### Cell sizes after repair

Scale: 2 px per micron.
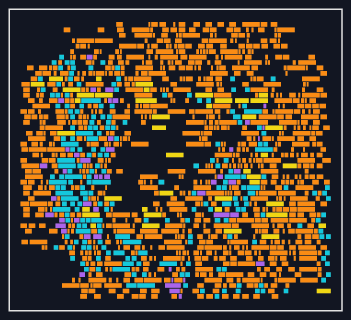
### Placed standard cells

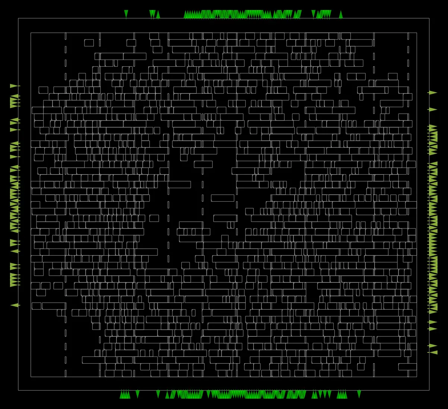
**src/rtl/lsu_mem_initiator_pkg.sv**
```systemverilog
// Shared definitions for the load/store initiator: funct3 codes, error codes,
// FSM state encodings, byte-enable masks and the latched access record.
package lsu_mem_initiator_pkg;

    localparam int LSU_XLEN = 32;

    localparam logic [2:0] F3_B  = 3'b000;
    localparam logic [2:0] F3_H  = 3'b001;
    localparam logic [2:0] F3_W  = 3'b010;
    localparam logic [2:0] F3_BU = 3'b100;
    localparam logic [2:0] F3_HU = 3'b101;

    localparam logic [1:0] ERR_OK       = 2'b00;
    localparam logic [1:0] ERR_MISALIGN = 2'b01;
    localparam logic [1:0] ERR_TIMEOUT  = 2'b10;
    localparam logic [1:0] ERR_FUNCT3   = 2'b11;

    localparam logic [3:0] BE_B_MASK  = 4'b0001;
    localparam logic [3:0] BE_H_LO    = 4'b0011;
    localparam logic [3:0] BE_H_HI    = 4'b1100;
    localparam logic [3:0] BE_W_MASK  = 4'b1111;

    typedef enum logic [1:0] {
        ST_IDLE = 2'b00,
        ST_REQ  = 2'b01,
        ST_WAIT = 2'b10,
        ST_RESP = 2'b11
    } lsu_state_e;

    typedef struct packed {
        logic       store;
        logic [2:0] f3;
        logic [1:0] lane;
        logic [4:0] rd;
    } lsu_acc_t;

    // Unsigned variants only exist for loads.
    function automatic logic f3_legal(input logic [2:0] f3, input logic store);
        case (f3)
            F3_B, F3_H, F3_W: return 1'b1;
            F3_BU, F3_HU:     return !store;
            default:          return 1'b0;
        endcase
    endfunction

endpackage

```
**src/rtl/lsu_mem_initiator_lane_align.sv**
```systemverilog
// Combinational lane steering: byte enables and replicated store data from the
// low address bits, plus load-lane extraction with sign/zero extension.
module lsu_lane_align
    import lsu_mem_initiator_pkg::*;
(
    input  logic [1:0]  lane_i,
    input  logic [2:0]  funct3_i,
    input  logic [31:0] wdata_i,
    input  logic [31:0] rdata_i,
    output logic [3:0]  be_o,
    output logic [31:0] wdata_o,
    output logic [31:0] rdata_o
);

    logic [7:0]  byte_sel;
    logic [15:0] half_sel;

    always_comb begin
        case (lane_i)
            2'd0:    byte_sel = rdata_i[7:0];
            2'd1:    byte_sel = rdata_i[15:8];
            2'd2:    byte_sel = rdata_i[23:16];
            default: byte_sel = rdata_i[31:24];
        endcase
        half_sel = lane_i[1] ? rdata_i[31:16] : rdata_i[15:0];
    end

    always_comb begin
        be_o    = BE_W_MASK;
        wdata_o = wdata_i;
        case (funct3_i[1:0])
            2'b00: begin
                be_o    = BE_B_MASK << lane_i;
                wdata_o = {4{wdata_i[7:0]}};
            end
            2'b01: begin
                be_o    = lane_i[1] ? BE_H_HI : BE_H_LO;
                wdata_o = {2{wdata_i[15:0]}};
            end
            default: ;
        endcase
    end

    always_comb begin
        case (funct3_i)
            F3_B:    rdata_o = {{24{byte_sel[7]}}, byte_sel};
            F3_BU:   rdata_o = {24'b0, byte_sel};
            F3_H:    rdata_o = {{16{half_sel[15]}}, half_sel};
            F3_HU:   rdata_o = {16'b0, half_sel};
            default: rdata_o = rdata_i;
        endcase
    end

endmodule

```
**src/rtl/lsu_mem_initiator.sv**
```systemverilog
// Single-outstanding load/store initiator between execute and data memory.
// Build option LSU_MISALIGN_TRAP_EN: report misaligned accesses instead of aligning them down.
module lsu_mem_initiator
    import lsu_mem_initiator_pkg::*;
#(
    parameter int TIMEOUT_CYC = 64,
    parameter int XLEN        = LSU_XLEN
) (
    input  logic            clk,
    input  logic            rst_n,
    input  logic            req_valid,
    output logic            req_ready,
    input  logic            req_store,
    input  logic [2:0]      req_funct3,
    input  logic [XLEN-1:0] req_base,
    input  logic [11:0]     req_offset,
    input  logic [XLEN-1:0] req_wdata,
    input  logic [4:0]      req_rd,
    output logic            mem_valid,
    input  logic            mem_ready,
    output logic [XLEN-1:0] mem_addr,
    output logic            mem_we,
    output logic [3:0]      mem_be,
    output logic [XLEN-1:0] mem_wdata,
    input  logic            mem_rvalid,
    input  logic [XLEN-1:0] mem_rdata,
    output logic            done,
    output logic [4:0]      done_rd,
    output logic [XLEN-1:0] done_data,
    output logic [1:0]      err
);

    localparam int CNT_W = (TIMEOUT_CYC < 2) ? 1 : $clog2(TIMEOUT_CYC + 1);

    lsu_state_e      state_q, state_d;
    lsu_acc_t        acc_q;
    logic [XLEN-1:0] addr_q, wdata_q, data_q;
    logic [3:0]      be_q;
    logic [1:0]      err_q;
    logic [CNT_W-1:0] cnt_q;

    logic            accept, mis, tmo_hit;
    logic [XLEN-1:0] addr_raw, addr_eff;
    logic [1:0]      acc_err;
    logic [1:0]      al_lane;
    logic [2:0]      al_f3;
    logic [3:0]      al_be;
    logic [31:0]     al_wdata, al_rdata;

    assign accept   = (state_q == ST_IDLE) && req_valid;
    assign addr_raw = req_base + {{(XLEN-12){req_offset[11]}}, req_offset};
    assign tmo_hit  = (TIMEOUT_CYC != 0) && (cnt_q == CNT_W'(TIMEOUT_CYC - 1));

`ifdef LSU_MISALIGN_TRAP_EN
    always_comb begin
        mis      = ((req_funct3[1:0] == 2'b01) && addr_raw[0]) ||
                   ((req_funct3[1:0] == 2'b10) && (addr_raw[1:0] != 2'b00));
        addr_eff = addr_raw;
    end
`else
    // Misaligned H/W accesses are silently aligned down to their natural boundary.
    always_comb begin
        mis      = 1'b0;
        addr_eff = addr_raw;
        if (req_funct3[1:0] == 2'b10)
            addr_eff[1:0] = 2'b00;
        else if (req_funct3[1:0] == 2'b01)
            addr_eff[0] = 1'b0;
    end
`endif

    always_comb begin
        if (!f3_legal(req_funct3, req_store))
            acc_err = ERR_FUNCT3;
        else if (mis)
            acc_err = ERR_MISALIGN;
        else
            acc_err = ERR_OK;
    end

    // The aligner serves the incoming access in IDLE and the latched one afterwards.
    assign al_lane = (state_q == ST_IDLE) ? addr_eff[1:0] : acc_q.lane;
    assign al_f3   = (state_q == ST_IDLE) ? req_funct3    : acc_q.f3;

    lsu_lane_align u_align (
        .lane_i   (al_lane),
        .funct3_i (al_f3),
        .wdata_i  (req_wdata),
        .rdata_i  (mem_rdata),
        .be_o     (al_be),
        .wdata_o  (al_wdata),
        .rdata_o  (al_rdata)
    );

    always_ff @(posedge clk or negedge rst_n) begin
        if (!rst_n)
            state_q <= ST_IDLE;
        else
            state_q <= state_d;
    end

    always_comb begin
        state_d = state_q;
        case (state_q)
            ST_IDLE: if (accept) state_d = (acc_err != ERR_OK) ? ST_RESP : ST_REQ;
            ST_REQ: begin
                if (mem_ready)
                    state_d = acc_q.store ? ST_RESP : ST_WAIT;
                else if (tmo_hit)
                    state_d = ST_RESP;
            end
            ST_WAIT: if (mem_rvalid || tmo_hit) state_d = ST_RESP;
            default: state_d = ST_IDLE;
        endcase
    end

    always_ff @(posedge clk or negedge rst_n) begin
        if (!rst_n) begin
            acc_q   <= '0;
            addr_q  <= '0;
            wdata_q <= '0;
            data_q  <= '0;
            be_q    <= '0;
            err_q   <= ERR_OK;
            cnt_q   <= '0;
        end else begin
            case (state_q)
                ST_IDLE: if (accept) begin
                    acc_q.store <= req_store;
                    acc_q.f3    <= req_funct3;
                    acc_q.lane  <= addr_eff[1:0];
                    acc_q.rd    <= req_store ? 5'd0 : req_rd;
                    addr_q      <= {addr_eff[XLEN-1:2], 2'b00};
                    wdata_q     <= req_store ? al_wdata : '0;
                    be_q        <= al_be;
                    data_q      <= '0;
                    err_q       <= acc_err;
                    cnt_q       <= '0;
                end
                ST_REQ: begin
                    if (mem_ready)
                        cnt_q <= '0;
                    else if (tmo_hit)
                        err_q <= ERR_TIMEOUT;
                    else
                        cnt_q <= cnt_q + CNT_W'(1);
                end
                ST_WAIT: begin
                    if (mem_rvalid)
                        data_q <= al_rdata;
                    else if (tmo_hit)
                        err_q <= ERR_TIMEOUT;
                    else
                        cnt_q <= cnt_q + CNT_W'(1);
                end
                default: ;
            endcase
        end
    end

    always_comb begin
        req_ready = (state_q == ST_IDLE);
        mem_valid = (state_q == ST_REQ);
        mem_we    = (state_q == ST_REQ) && acc_q.store;
        mem_be    = (state_q == ST_REQ) ? be_q : 4'b0000;
        mem_addr  = addr_q;
        mem_wdata = wdata_q;
        done      = (state_q == ST_RESP);
        err       = done ? err_q : ERR_OK;
        done_rd   = (done && err_q == ERR_OK) ? acc_q.rd : 5'd0;
        done_data = (done && err_q == ERR_OK) ? data_q : '0;
    end

endmodule
```
**config.mk**
```make
export PLATFORM = sky130hd
export DESIGN_NAME = lsu_mem_initiator
export DESIGN_NICKNAME = d
export VERILOG_FILES = /design/src/rtl/lsu_mem_initiator_pkg.sv /design/src/rtl/lsu_mem_initiator_lane_align.sv /design/src/rtl/lsu_mem_initiator.sv
export SDC_FILE = /design/constraint.sdc
export NUM_CORES = 1
export LEC_CHECK = 0
export CORE_ASPECT_RATIO = 0.9
export CORE_MARGIN = 5
export CORE_UTILIZATION = 35
export CTS_CLUSTER_DIAMETER = 40
export DETAILED_ROUTE_END_ITERATION = 6
export HOLD_SLACK_MARGIN = 0.15
export PLACE_DENSITY = 0.63
export REMOVE_ABC_BUFFERS = 1
export SLEW_MARGIN = 0
export SYNTH_ARGS = -nofsm -noshare
export SYNTH_HDL_FRONTEND = slang
export SYNTH_SLANG_ARGS = --single-unit
```
**constraint.sdc**
```tcl
create_clock -name clk -period 2.5 [get_ports clk]
set_input_delay 0.5 -clock clk [delete_from_list [all_inputs] [get_ports clk]]
set_output_delay 0.5 -clock clk [all_outputs]
set_load 0.03 [all_outputs]
```
==> flow_summary.ini <==
; physical design summary
[run_status]
status = completed

[worst_setup_path]
arrival_ps = 2820
critPathTopFamily = simple AND/OR/NAND/NOR gates
crit_chain = clkdlybuf4s50_1, ha_1, buf_4, nand4b_1, a211oi_2, o21ba_4, nor2_2, or4_1, nand3_1
cp.depth = 9
cpMaxStageDelayCell = or4_1
path_class = primary input to flop
cpPeakStageDelay_ps = 460
path_max_fanout = 5
end_kind = flop
cp_num_buf_inv = 2
crit_path_start_kind = primary input
cp.required_ps = 2850
reg2reg_depth = 9

[synth]
top_cells_by_count = nand2_1, dfrtp_1, o21ai_0, nor2_1, and2_1
syn_area_sq_um = 7620
yosys.cell_types.count = 56
numSynthFlops = 120
top_area_share_pct = 39.4
ys_seq_share_pct = 39.4
syn_area_per_cell_sq_um = 8.73
ys_sh_simple_pct = 20.4
ys_sh_adder_pct = 6.17
xor_share_pct = 2.76
ys_area_sq_um = 7620
ys_top_logic_family = simple AND/OR/NAND/NOR gates
yosys.cell_count.top_type = nand2_1
synth_cells = 873
mux_share_pct = 7.02
async_reset_ff_share_pct = 100
yosys_cells = 873
edf_count = 0
ff_type = dfrtp_1
yosysWarnings = 0
top_area_cell = dfrtp_1
topCellsByArea = dfrtp_1, nand2_1, mux2i_1
ys_sh_aoi_pct = 20.1

[cells_and_area]
antenna-diode-count = 0
final_cells = 1524
drive_above_1_share_pct = 24.3
nFillCells = 1934
fin_nets = 1379
ff_latch_area_sq_um = 3000
design_area_sq_um = 12300
area_delta_synth_final_pct = 61.9
logic_area_sq_um = 4790

[place]
dpl_cell_area_sq_um = 11100
gp_congestion = 0.888
placed_cells = 1478
numPortBuffers = 230
dpl_worst_slack_ps = -949
dpl.hpwl_microns = 19000

[detailed_routing]
wl_per_cell_microns = 17.6
drt_pre_antenna_iters = 5
viasPerCell = 5.13
drc = 0
dr.first_iter.drc_count = 485
routed_wl_microns = 26800
via_count = 7819
ant_nets = 0

[die]
fp_util_pct = 35.3
core-area_sq_um = 21600
ioPinCount = 233
die_h_microns = 150
die_area_sq_um = 24800
fp.dieW_microns = 166
rows = 51

[clock_network]
cts-root-buf = clkbuf_16
h-tree-depth = 4
cts.sinks = 120
path_clk_slew_ps = 60
cts_buffers = 17
clkLatencyLatePin_ps = 420
cts_hold_buffers = 0
clk_path_buf_depth = 2
cts_tree = built

[grt]
grt_start_max_net_pins = 121
grt_use_total_pct = 21.0
grt_pass1_vias = 7753
antenna_found_initial = 2
grt_pass1_wl_microns = 41400
overflow = 0

[timing]
max_freq_mhz = 405
relSlewSlack_pct = 24.0
tightest_slew_ps = 1130
finalWorstPathRequiredPeriod_ps = 2470
worst_slack_ps = 33.5
setup_viol = 0
rsz0062_at_grt = true
hold_viol_final = 0
fin_crit_sh_pct = 98.7
finClkSkew_ps = 11.3
drv_slew = 0

[job]
warnings = 32
max_cap_violations = 0

[power_and_ir_drop]
power_w = 0.0127
power_density_nw_per_um2 = 1030
ir_drop_mv = 0.496
power_leakage_nw = 5.73

[worst_hold_path]
hold_class = primary input to asynchronous set/reset pin
## Picture notes: 'Cell sizes after repair'
[purple] drive 2 | cells: 46 | share: 3.7%
[orange] drive 1 or less | cells: 933 | share: 76%
[cyan] drive 3 to 4 | cells: 211 | share: 17%
[yellow] drive 6 and up | cells: 43 | share: 3.5%

## Picture notes: 'Placed standard cells'
register share of the cell area: 24.3%
final cell utilization of the core: 57.2%

[placed cells by master (no fill, tap or decap), types with 7 or more instances in the layout]
cell type,Yosys,final
dlygate4sd2_1,0,9
nand2_1,147,144
mux2i_1,49,48
nor2_1,56,53
a21o_1,17,16
clkdlybuf4s50_1,0,175
nor3_1,8,7
nand4_1,14,14
inv_1,19,15
and2_1,50,47
o221ai_1,18,18
nand3_1,18,17
xnor2_1,13,13
o21ai_0,74,67
a21oi_2,1,11
o211ai_1,7,7
buf_4,2,174
xor2_1,11,11
dfrtp_1,120,120
buf_12,0,9
ha_4,0,14
ha_1,36,20
or3_1,9,7
clkbuf_16,0,19
nand2b_1,8,8
a221o_1,16,16
a21oi_1,46,34
[repair_timing]
action	CTS	global route
setup buffers	4	6
gates cloned	1	4
gates resized	54	66
pin swaps	12	20
endpoints found under the setup margin	92	85
[cells by family (layout without fill, tap and decap cells)]
kind of cell	Yosys count	in the layout
muxes	52	52
adders and majority gates	37	37
buffers and inverters	75	433
other	1	2
AOI/OAI and AO/OA	232	233
DFF	120	120
and+or+nand+nor	332	332
xor gates and xnor gates	24	24
[sequential cells by signal, indices dropped and copies added, names as in the netlist]
register / count
acc_q: 11
be_q: 4
cnt_q: 7
data_q: 32
err_q: 2
mem_addr: 30
mem_wdata: 32
state_q: 2
[per-layer routing]
metal	up-vias	wire [microns]	GRT usage (%)	share of wire [%]
met2	233	12900	34.1	48
met4	4	480	5.57	1.8
li1	3835	-	-	-
met5	-	23	0	0.086
met3	41	1640	5.12	6.1
met1	3706	11800	28.1	44
[path summary, 6_finish.rpt]
| path | startpoint | slack, ps | to |
|---|---|---|---|
| min in group clk | acc_q[0]$_DFFE_PN0P_ | 460 | acc_q[0]$_DFFE_PN0P_ |
| worst max-delay path | req_base[3] | 30 | mem_addr[23]$_DFFE_PN0P_ |
| max in group asynchronous | rst_n | 1790 | mem_wdata[11]$_DFFE_PN0P_ |
| worst min-delay path | rst_n | 160 | data_q[0]$_DFFE_PN0P_ |
| worst min register to register | acc_q[0]$_DFFE_PN0P_ | 460 | acc_q[0]$_DFFE_PN0P_ |
| worst max register to register | state_q[0]$_DFFE_PN0P_ | 110 | data_q[20]$_DFFE_PN0P_ |
[power by group]
part	internal (W)	switching (W)
logic	0.00304	0.00400
clock network	0.00152	0.00101
registers	0.00273	0.000436
total	0.00729	0.00544
[metrics by stage]
stage | hold slack (ps) | setup TNS [ps]
after floorplan | 204 | -87650
after global placement | 442 | -33080
after detailed placement | 448 | -36960
after CTS | 218 | -80.5
after global routing | 238 | -1760
final | 163 | 0
[area by class of cell]
| cell class | instances | share of cell area [%] |
|---|---|---|
| Clock inverter | 14 | 1.30 |
| Tap cell | 291 | 2.95 |
| Timing Repair Buffer | 382 | 28.5 |
| Clock buffer | 18 | 3.56 |
| Sequential cell | 120 | 24.3 |
| Multi-Input combinational cell | 680 | 38.8 |
| Inverter | 19 | 0.578 |
